`src/rtl/bus_cycle_fsm.sv`:
```
// Bus-cycle controller: read/write bursts of 1..2^LEN_W beats against a ws wait-state slave.
// Latency: go edge -> strobe next cycle; single beat, no wait = 4 cycles; +2 per beat or retry.
// Backpressure: ws=1 in DLY re-issues the beat; go is ignored while not IDLE (no queuing).
// Optional: define BUS_CYCLE_TIMEOUT_EN to abort a beat with an err pulse after TIMEOUT
// consecutive ws-high samples; without it retries are unbounded and err is tied low.
module bus_cycle_fsm #(
  parameter  int LEN_W   = 4,
  parameter  int TIMEOUT = 8,
  localparam int TO_W    = $clog2(TIMEOUT + 1)
) (
  input  logic             clk,
  input  logic             rst,
  input  logic             go,
  input  logic             wr,
  input  logic [LEN_W-1:0] len,
  input  logic             ws,
  output logic             rd,
  output logic             wr_en,
  output logic             ds,
  output logic             err,
  output logic             busy,
  output logic [LEN_W-1:0] beat
);

  // One-hot encoding; anything else falls back to IDLE.
  typedef enum logic [4:0] {
    IDLE = 5'b00001,
    XFER = 5'b00010,
    DLY  = 5'b00100,
    DONE = 5'b01000,
    ERR  = 5'b10000
  } state_t;

  // Reject a zero timeout at elaboration; a zero-length budget has no meaning.
  if (TIMEOUT < 1 || TO_W < 1) begin : g_bad_timeout
    $error("bus_cycle_fsm: TIMEOUT must be >= 1");
  end

  state_t           state;
  state_t           state_nxt;
  logic             wr_q;
  logic             wr_nxt;
  logic [LEN_W-1:0] len_q;
  logic [LEN_W-1:0] len_nxt;
  logic [LEN_W-1:0] beat_nxt;
  logic             strobe_nxt;

`ifdef BUS_CYCLE_TIMEOUT_EN
  localparam logic [TO_W-1:0] TO_LAST = TO_W'(TIMEOUT - 1);
  logic [TO_W-1:0]  wcnt_q;
  logic [TO_W-1:0]  wcnt_nxt;
`endif

  // Next-state and next-datapath decode; everything registered below comes from here.
  always_comb begin
    state_nxt = IDLE;
    wr_nxt    = wr_q;
    len_nxt   = len_q;
    beat_nxt  = beat;
`ifdef BUS_CYCLE_TIMEOUT_EN
    wcnt_nxt  = wcnt_q;
`endif
    case (state)
      IDLE: begin
        if (go) begin
          state_nxt = XFER;
          wr_nxt    = wr;
          len_nxt   = len;
          beat_nxt  = '0;
`ifdef BUS_CYCLE_TIMEOUT_EN
          wcnt_nxt  = '0;
`endif
        end else begin
          state_nxt = IDLE;
        end
      end
      XFER: begin
        state_nxt = DLY;
      end
      DLY: begin
        if (!ws) begin
          if (beat == len_q) begin
            state_nxt = DONE;
          end else begin
            state_nxt = XFER;
            beat_nxt  = beat + 1'b1;
`ifdef BUS_CYCLE_TIMEOUT_EN
            wcnt_nxt  = '0;
`endif
          end
        end else begin
`ifdef BUS_CYCLE_TIMEOUT_EN
          // Counter saturates by leaving through ERR rather than wrapping.
          if (wcnt_q == TO_LAST) begin
            state_nxt = ERR;
          end else begin
            state_nxt = XFER;
            wcnt_nxt  = wcnt_q + 1'b1;
          end
`else
          state_nxt = XFER;
`endif
        end
      end
      DONE: begin
        state_nxt = IDLE;
      end
      ERR: begin
        state_nxt = IDLE;
      end
      default: begin
        state_nxt = IDLE;
      end
    endcase
    // At the go edge wr_nxt is the live wr input, so polarity is right immediately.
    strobe_nxt = (state_nxt == XFER) || (state_nxt == DLY);
  end

  // State, captured command and all outputs registered from next-state.
  always_ff @(posedge clk) begin
    if (rst) begin
      state <= IDLE;
      wr_q  <= 1'b0;
      len_q <= '0;
      beat  <= '0;
      rd    <= 1'b0;
      wr_en <= 1'b0;
      ds    <= 1'b0;
      err   <= 1'b0;
      busy  <= 1'b0;
    end else begin
      state <= state_nxt;
      wr_q  <= wr_nxt;
      len_q <= len_nxt;
      beat  <= beat_nxt;
      rd    <= strobe_nxt & ~wr_nxt;
      wr_en <= strobe_nxt & wr_nxt;
      ds    <= (state_nxt == DONE);
`ifdef BUS_CYCLE_TIMEOUT_EN
      err   <= (state_nxt == ERR);
`else
      err   <= 1'b0;
`endif
      busy  <= (state_nxt != IDLE);
    end
  end

`ifdef BUS_CYCLE_TIMEOUT_EN
  // Consecutive ws-high counter for the beat currently being retried.
  always_ff @(posedge clk) begin
    if (rst) begin
      wcnt_q <= '0;
    end else begin
      wcnt_q <= wcnt_nxt;
    end
  end
`endif

endmodule

```
`config.mk`:
```
export PLATFORM = sky130hd
export DESIGN_NAME = bus_cycle_fsm
export DESIGN_NICKNAME = d
export VERILOG_FILES = /design/src/rtl/bus_cycle_fsm.sv
export SDC_FILE = /design/constraint.sdc
export NUM_CORES = 1
export LEC_CHECK = 0
export CAP_MARGIN = 15
export CORE_UTILIZATION = 40
export DETAILED_ROUTE_END_ITERATION = 10
export HOLD_SLACK_MARGIN = 0.02
export PLACE_DENSITY = 0.67
export RECOVER_POWER = 25
export REMOVE_ABC_BUFFERS = 1
export SYNTH_ARGS = -nofsm -noshare
export SYNTH_HDL_FRONTEND = slang
export SYNTH_SLANG_ARGS = --single-unit
```
`constraint.sdc`:
```
create_clock -name clk -period 2.1 [get_ports clk]
set_clock_uncertainty 0.2 [all_clocks]
set_input_delay 0.42 -clock clk [delete_from_list [all_inputs] [get_ports clk]]
set_output_delay 0.42 -clock clk [all_outputs]
set_load 0.005 [all_outputs]
```
==> impl_metrics.toml, run 1 <==
# synthesis and place-and-route metrics
[run_status]
status = "complete, no violations"

[clock_network]
clkSinkCount = 17
postCtsHoldBufs = 0
cts_setup_buffers = 0
root_buffer = "clkbuf_4"
path_clk_slew_ns = 0.09
clk_path_buf_depth = 2
htreeDepth = 1
cts_resized = 0
cts_tree = "done"

[job]
tool_warnings = 25
maxCapViolations = 0

[routing]
drcViolationCount = 0
viasPerCell = 4.89
wl_per_cell_um = 10.7
first_iter_violations = 5
ant_nets = 0

[timing]
setup_slack_ns = 0.222
fin_crit_ns = 1.88
tightest_slew_ns = 0.527
setup_viol = 0
period_used_share = 0.894
finalMaxSlewViolations = 0
max_slew_margin = 0.649
final.setup.tns_ns = 0
hold_viol_final = 0
hold_ws_ns = 0.272

[synth]
synth_area_per_cell_um2 = 9.47
syn_inst = 76
synthFlopType = "dfxtp_1"
seq_area_frac_synth = 0.473
synth_top_area_share = 0.473
yosysCellCount = 76
syn_area_um2 = 719
yosysMostFrequentCell = "dfxtp_1"
async_flop_share = 0
yosys_area_um2 = 719
synth_flops = 17

[critical_path]
critPathBufInv = 1
reg2reg_depth = 4
path_max_fanout = 6
path_cells = "clkdlybuf4s50_1"
worstSetupPathType = "flop to primary output"
max_stage_delay_ns = 0.54
setup.worst_path.start = "beat[0]"
critical_path.top_delay_family = "buffers and inverters"
crit_end = "beat[0]"
slowest_stage = "clkdlybuf4s50_1"
r2r-end = "beat[3]"
r2r_setup_slack_ns = 0.26

[worst_hold_path]
worstHoldStart = "len_q[0]"
worstHoldEndpoint = "len_q[0]"
hold_path_depth = 2
hold_path_class = "flop to flop"

[power_and_ir_drop]
pwr_density_cell_nw_per_um2 = 627
p_total_w = 0.000599
power_leakage_nw = 0.366

[placement]
port_buffers = 16
gp_congestion = 0.714
placedCellCount = 118
dpl-instance-area_um2 = 931

[grt]
grt_pass1_vias = 539
grt_start_max_net_pins = 14
grt_overflow = 0
grt_use_total = 0.154
antenna_found_initial = 0

[cells_and_area]
stdcell_area_um2 = 955
fin_cells = 122
diodes = 0
area_growth_pct = 32.7
nets = 109
drive_above_1_share = 0.143

[floorplanning]
rows = 14
fp_util = 0.451
die_width_um = 44.4
fp.dieH_um = 44.4
run 1: registers in the layout, indices dropped and copies added, names as in the netlist:
name	count
len_q	4
wr_en	1
wr_q	1
state	4
busy	1
beat	4
ds	1
rd	1
run 1: cell usage in the layout, fill, tap and decap left out, types with 2 or more instances in the layout:
cell type	netlist	layout
nor3_1	2	2
nand2b_1	2	2
o211ai_1	2	2
dfxtp_1	17	17
xnor2_1	4	4
a21oi_1	7	7
mux2i_1	3	3
clkdlybuf4s50_1	0	15
a211oi_1	2	2
nand3_1	7	7
clkbuf_4	0	3
nor2_1	3	3
nand2_1	7	7
and3b_1	2	2
buf_4	1	4
run 1: cells by family (layout without fill, tap and decap cells):
family / after synthesis / in the layout / synth area share
adder cells (fa/ha/maj): 1 / 1 / 0.0174
AND-OR/OR-AND: 14 / 14 / 0.118
AND/OR/NAND/NOR: 31 / 31 / 0.252
multiplexers: 4 / 4 / 0.0574
XOR/XNOR: 4 / 4 / 0.0487
buffers and inverters: 4 / 26 / 0.0278
other: 1 / 1 / 0.00521
flip-flops: 17 / 17 / 0.473
run 1: routing by layer:
metal	GRT usage	wire length (um)	vias up
met4	0.0727	9	0
met3	0.0245	56	2
met1	0.222	713	266
met2	0.224	525	12
li1	-	-	316
met5	0	0	-
run 1: layout make-up:
type                            count  area, um^2
Clock buffer                        3        22.5
Tap cell                           24        30.0
Clock inverter                      1        5.00
Timing Repair Buffer               21         194
Sequential cell                    17         340
Multi-Input combinational cell     55         359
Fill cell                         155         639
Inverter                            1        3.75
run 1: power by group:
part | switching [W] | internal, W
registers | 0.00000732 | 0.000336
clock network | 0.0000970 | 0.0000706
logic | 0.0000412 | 0.0000469
run 1: tightest hold or removal path: stages (launching register included):
cell and delay, ns:
dfxtp_1 0.33, nand2_1 0.05, a21oi_1 0.05
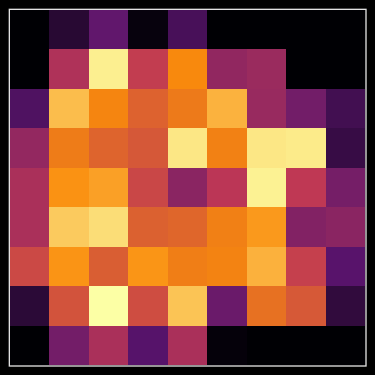
Run 1: cell area per tile
Drawn at 8 px/um. 9 x 9 tiles, from black (low) to pale yellow (high), 0 to 100% covered.
fullest tile	100%
tiles over 75% full	21%
emptiest ninth of the die	north-east
mean over tiles	47%
core region area: 1590 um^2
Util after Layout: 0.599

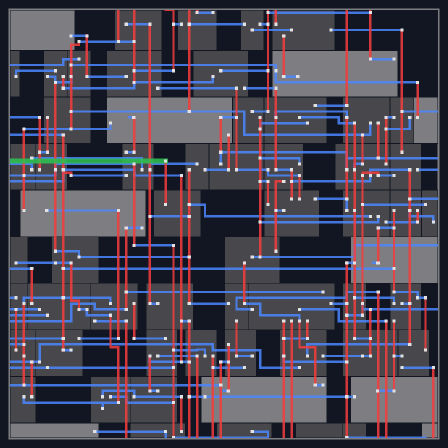
Run 1: zoomed window
Window x 10 to 35, y 10 to 35 um. Cells in gray, sequential cells in the stronger gray; small squares are vias.
layer	color
M3	green
M2	red
M1	blue
most frequent	dfxtp_1 (7), nand2_1 (6)
netlist names of flops here include	len_q (3), beat (2)
sequential cells in the window	7
cells with their middle in the window	54

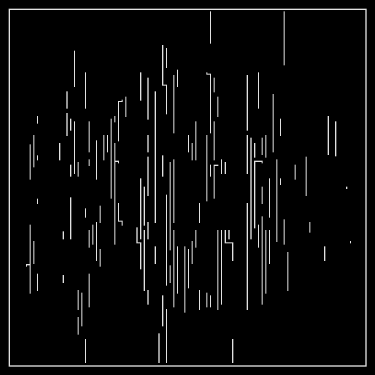
Run 1: met2 routing
Drawn at 8 px/um.
nets with wire on the layer	90
main direction	vertical
routed wire length: 1310 um
Vias: 596
GRT met2 Usage: 0.224

## Run 2: what changed since run 1
--- a/config.mk
+++ b/config.mk
@@ -8,7 +8,7 @@
 export CAP_MARGIN = 15
 export CORE_UTILIZATION = 40
 export DETAILED_ROUTE_END_ITERATION = 10
-export HOLD_SLACK_MARGIN = 0.02
+export HOLD_SLACK_MARGIN = 0.1
 export PLACE_DENSITY = 0.67
 export RECOVER_POWER = 25
 export REMOVE_ABC_BUFFERS = 1
==> impl_metrics.toml, run 2 <==
# synthesis and place-and-route metrics
[cells_and_area]
lay_top_count = "dfxtp_1"
area_growth_pct = 32.7
most-common-layout-cells = "dfxtp_1 (17), clkdlybuf4s50_1 (15), a21oi_1 (7), nand2_1 (7), nand3_1 (7)"
largestRegisters = "beat (4), len_q (4), state (4)"
drive_above_1_share = 0.143
stdcell_area_um2 = 955
fin_cells = 122
diodes = 0
nets = 109
final_util = 0.599
fillers = 155

[power_and_ir_drop]
p_sw_w = 0.000146
power_frac_seq = 0.573
pwr_density_cell_nw_per_um2 = 627
sw_frac_of_total = 0.243
power_leakage_nw = 0.366
p_comb_frac = 0.147
ir_drop_mv = 0.361
clockPowerShare = 0.280
p_total_w = 0.000599
internal-power_w = 0.000453

[critical_path]
critical_path_arrival_ns = 1.26
setup.worst_path.start = "beat[0]"
cp.required_ns = 1.48
path_max_fanout = 6
startpoint_type = "flop"
max_stage_delay_ns = 0.54
slowest_stage = "clkdlybuf4s50_1"
crit_path_end_kind = "primary output"
reg2reg_from = "state[3]"
cp.depth = 1
worstSetupPathType = "flop to primary output"
critical_path.top_delay_family = "buffers and inverters"
path_cells = "clkdlybuf4s50_1"
critPathBufInv = 1
reg2reg_depth = 4

[grt]
grt_start_max_net_pins = 14
grt_overflow = 0
antenna_found_initial = 0
grt_pass1_vias = 539
grt_use_total = 0.154
grt_pass1_wl_um = 2290

[synth]
synth_area_leader_cell = "dfxtp_1"
topCellsByArea = "dfxtp_1 (47%), a21oi_1 (4.9%), nand3_1 (4.9%)"
yosys_area_um2 = 719
edf_count = 0
synth_area_per_cell_um2 = 9.47
yosys-top-cells-count = "dfxtp_1 (17), a21oi_1 (7), nand2_1 (7), nand3_1 (7), xnor2_1 (4)"
ys_warn_count = 0
synth_top_area_share = 0.473
seq_area_frac_synth = 0.473
synthFlopType = "dfxtp_1"
async_flop_share = 0
syn_inst = 76
yosysCellCount = 76
synth.distinct_cells = 30
synth_flops = 17
yosysMostFrequentCell = "dfxtp_1"
syn_area_um2 = 719

[clock_network]
root_buffer = "clkbuf_4"
clkSinkCount = 17
htreeDepth = 1
insertion_delay_ns = 0.28
cts_resized = 0
path_clk_slew_ns = 0.09
postCtsHoldBufs = 0
cts_buffers = 3
cts_tree = "done"
cts_setup_buffers = 0
clk_path_buf_depth = 2

[placement]
placedCellCount = 118
dpl-instance-area_um2 = 931
port_buffers = 16
gp_congestion = 0.714
preCtsSetupSlack_ns = 0.119
dpl.hpwl_um = 1020

[timing]
finalMaxSlewViolations = 0
fin_crit_ns = 1.88
fmax_ghz = 0.533
max_slew_margin = 0.649
hold_viol_final = 0
hold_ws_ns = 0.272
rsz0062_at_grt = "false"
period_used_share = 0.894
final.setup.tns_ns = 0
tightest_slew_ns = 0.527
setup_viol = 0
setup_slack_ns = 0.222

[routing]
num_vias = 596
first_iter_violations = 5
viasPerCell = 4.89
wl_per_cell_um = 10.7
drt_wl_total_um = 1310
drcViolationCount = 0
drtPass1Iterations = 3
ant_nets = 0

[floorplanning]
fp_util = 0.451
rows = 14
fp.dieH_um = 44.4
num_io_pins = 18
die-area_um2 = 1970
core_area_um2 = 1590
die_width_um = 44.4

[worst_hold_path]
hold_path_class = "flop to flop"
hold_path_depth = 2
worstHoldStart = "len_q[0]"

[job]
tool_warnings = 25
maxCapViolations = 0

[run_status]
status = "complete, no violations"
-- run 2: cell type report --
| type | instances | area, um^2 | area share |
|---|---|---|---|
| clock buffer | 3 | 22.5 | 0.0236 |
| clock inverter | 1 | 5.00 | 0.00524 |
| inverter | 1 | 3.75 | 0.00393 |
| multi-input combinational | 55 | 359 | 0.376 |
| sequential | 17 | 340 | 0.356 |
| tap | 24 | 30.0 | 0.0315 |
| timing repair buffer | 21 | 194 | 0.203 |
-- run 2: final timing paths --
| kind | end | slack [ns] |
|---|---|---|
| hold reg to reg | len_q[0] | 0.27 |
| setup / recovery | beat[0] | 0.22 |
| setup reg to reg | beat[3] | 0.26 |
| hold / removal | len_q[0] | 0.27 |
-- run 2: cell families (layout without fill, tap and decap cells) --
group	after synthesis	after routing	synth area share
other	1	1	0.00521
and+or+nand+nor	31	31	0.252
muxes	4	4	0.0574
adders and majority gates	1	1	0.0174
xor gates and xnor gates	4	4	0.0487
AOI/OAI and AO/OA	14	14	0.118
DFF	17	17	0.473
buffers and inverters	4	26	0.0278
-- run 2: metal layers --
metal,vias to the layer above,global-route usage,share of wire
met5,-,0,0
met4,0,0.0727,0.0069
met3,2,0.0245,0.043
met2,12,0.224,0.40
met1,266,0.222,0.55
li1,316,-,-
-- run 2: power groups by stage --
stage	registers (W)	logic, W	clock network, W
after global routing	0.000344	0.0000973	0.000189
final	0.000343	0.0000882	0.000168
after global placement	0.000350	0.0000886	0
after floorplan	0.000349	0.0000454	0
after CTS	0.000343	0.0000898	0.000176
after detailed placement	0.000350	0.0000892	0
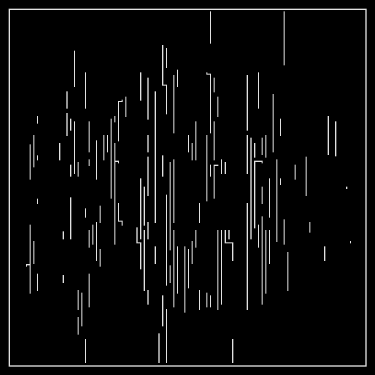
Run 2: met2 routing
Drawn at 8 px/um.
wire length on this layer	526 um
longest straight run	16.3 um
share of all routed wire	40%
main direction	vertical

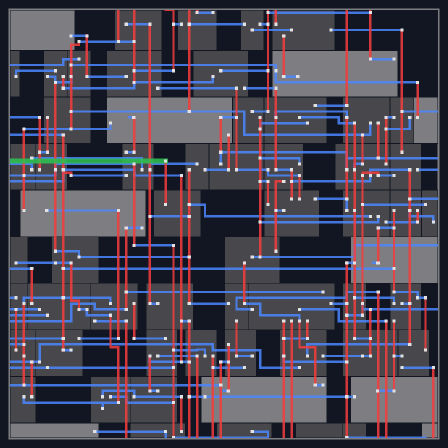
Run 2: zoomed window
Window x 10 to 35, y 10 to 35 um. Cells in gray, sequential cells in the stronger gray; small squares are vias.
layer	color
M1	blue
M3	green
M2	red
cells with their middle in the window	54
sequential cells in the window	7
netlist names of flops here include	len_q (3), beat (2)
most frequent	dfxtp_1 (7), nand2_1 (6)

## Run 3: what changed since run 2
--- a/config.mk
+++ b/config.mk
@@ -7,11 +7,13 @@
 export LEC_CHECK = 0
 export CAP_MARGIN = 15
 export CORE_UTILIZATION = 40
+export CTS_CLUSTER_SIZE = 20
 export DETAILED_ROUTE_END_ITERATION = 10
 export HOLD_SLACK_MARGIN = 0.1
 export PLACE_DENSITY = 0.67
 export RECOVER_POWER = 25
 export REMOVE_ABC_BUFFERS = 1
+export SETUP_SLACK_MARGIN = 0.2
 export SYNTH_ARGS = -nofsm -noshare
 export SYNTH_HDL_FRONTEND = slang
 export SYNTH_SLANG_ARGS = --single-unit
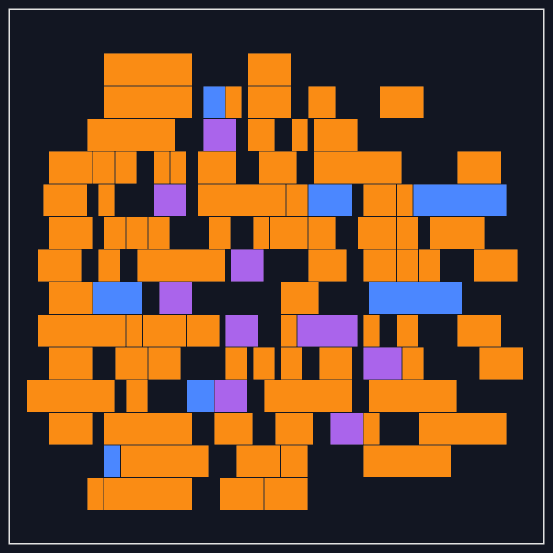
Run 3: cells by drive strength
Drawn at 12 px/um.
size	color	cells	share
x2	blue	7	7.1%
x3 and x4	purple	9	9.2%
x1 and smaller	orange	82	84%
Area Overhead vs Synth: 33.0%
design area: 957 um^2

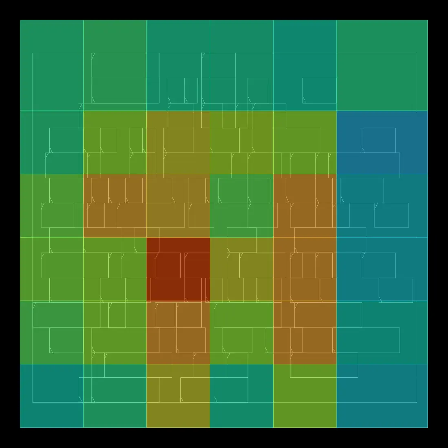
Run 3: routing congestion map
Most Crowded Layer GR: met2
routed len/inst: 10.7 um
Total Routing Usage GR: 0.154
met1 usage: 0.222

==> impl_metrics.toml, run 3 <==
# synthesis and place-and-route metrics
[routing]
drcViolationCount = 0
drt_wl_total_um = 1310
ant_nets = 0
first_iter_violations = 5
drtPass1Iterations = 3

[clock_network]
htreeDepth = 1
path_clk_slew_ns = 0.10
cts_tree = "done"
clkSinkCount = 17
cts_setup_buffers = 0
insertion_delay_ns = 0.28
root_buffer = "clkbuf_4"
clk_path_buf_depth = 2

[critical_path]
cp.required_ns = 2.11
r2r-end = "beat[3]"
r2r_setup_slack_ns = 0.26
reg2reg_depth = 4
path_max_fanout = 5
slowest_stage = "or4b_4"
max_stage_delay_ns = 0.56
path_cells = "or4b_4 -> or2_4 -> nor3_2 -> mux2i_1"
reg2reg_from = "state[3]"
crit_path_end_kind = "flop"
startpoint_type = "flop"
worstSetupPathType = "flop to flop"

[grt]
grtUsageMet3 = 0.0245
grt_overflow = 0
antenna_found_initial = 0
grtUsageMet2 = 0.224
grt_pass1_vias = 539
grt_pass1_wl_um = 2290
grt_start_max_net_pins = 14

[timing]
rsz0062_at_grt = "false"
final.setup.tns_ns = 0
fin_crit_ns = 1.84
hold_viol_final = 0
finalMaxSlewViolations = 0
fmax_ghz = 0.544
setup_slack_ns = 0.262
tightest_slew_ns = 0.527
hold_ws_ns = 0.272
period_used_share = 0.875
max_slew_margin = 0.649

[synth]
edf_count = 0
seq_area_frac_synth = 0.473
synth_area_per_cell_um2 = 9.47
yosysMostFrequentCell = "dfxtp_1"
topCellsByArea = "dfxtp_1 (47%), a21oi_1 (4.9%), nand3_1 (4.9%)"
yosysCellCount = 76
synth_top_area_share = 0.473
syn_inst = 76
synth.distinct_cells = 30
syn_area_um2 = 719
yosys_area_um2 = 719
yosys-top-cells-count = "dfxtp_1 (17), a21oi_1 (7), nand2_1 (7), nand3_1 (7), xnor2_1 (4)"
async_flop_share = 0
synth_flops = 17
synthFlopType = "dfxtp_1"
ys_warn_count = 0
synth_area_leader_cell = "dfxtp_1"

[floorplanning]
die_width_um = 44.4
rows = 14
core_area_um2 = 1590
fp.dieH_um = 44.4
fp_util = 0.451
num_io_pins = 18

[placement]
dpl-instance-area_um2 = 931
port_buffers = 16
placedCellCount = 118
gp_congestion = 0.714
dpl.hpwl_um = 1020
preCtsSetupSlack_ns = 0.119

[cells_and_area]
final_util = 0.600
nets = 109
drive_above_1_share = 0.163
fin_cells = 122
fillers = 155
diodes = 0
most-common-layout-cells = "dfxtp_1 (15), clkdlybuf4s50_1 (15), a21oi_1 (7), nand2_1 (7), nand3_1 (7)"
largestRegisters = "beat (4), len_q (4), state (4)"

[power_and_ir_drop]
p_total_w = 0.000599
ir_drop_mv = 0.361
power_leakage_nw = 0.367

[worst_hold_path]
hold_path_depth = 2
hold_path_class = "flop to flop"
worstHoldStart = "len_q[0]"
worstHoldEndpoint = "len_q[0]"

[job]
tool_warnings = 25

[run_status]
status = "complete, no violations"
[run 3: worst max-delay path: cells and delay by family, from the launching register on]
family           cells  cell delay, ns
flip-flops           1            0.33
multiplexers         1            0.21
AND/OR/NAND/NOR      3            1.02
[run 3: timing repair]
item	CTS	global route
hold endpoints to repair	0	0
resized	0	2
hold buffers	0	0
setup endpoints to repair	0	2
[run 3: how the worst max path moves through the flow]
stage                         from      end  slack, ns  cells after the start
after global placement          go  beat[3]       0.19                      7
after CTS                  beat[0]  beat[0]       0.21                      1
after global routing      state[3]  beat[3]       0.21                      4
final                     state[3]  beat[3]       0.26                      4
after detailed placement        go       rd       0.12                      5
after floorplan           state[3]  beat[3]       0.40                      4
[run 3: per-layer routing]
metal  share of wire  vias up
met3           0.043        2
met4          0.0069        0
met2            0.40       12
li1                -      316
met1            0.55      266
met5               0        -
[run 3: cell type report]
class	instances	area, um^2	share of cell area
multi-input cells	55	359	0.375
clock buffers	3	22.5	0.0235
clock inverters	1	5.00	0.00523
inverters	1	3.75	0.00392
well taps	24	30.0	0.0314
flip-flops and latches	17	343	0.358
repair buffers	21	194	0.203
[run 3: cell families (layout without fill, tap and decap cells)]
kind of cell               count (synthesis)  count (layout)  share of synthesized area
AOI/OAI and AO/OA                         14              14                      0.118
xor gates and xnor gates                   4               4                     0.0487
adders and majority gates                  1               1                     0.0174
buffers and inverters                      4              26                     0.0278
DFF                                       17              17                      0.473
muxes                                      4               4                     0.0574
other                                      1               1                    0.00521
and+or+nand+nor                           31              31                      0.252
[run 3: power breakdown]
group / internal, W / switching [W]
clock network: 0.0000706 / 0.0000970
registers: 0.000336 / 0.00000732
logic: 0.0000469 / 0.0000412
total: 0.000453 / 0.000146
No activity file was given, so power comes from the tool's default toggle rates.
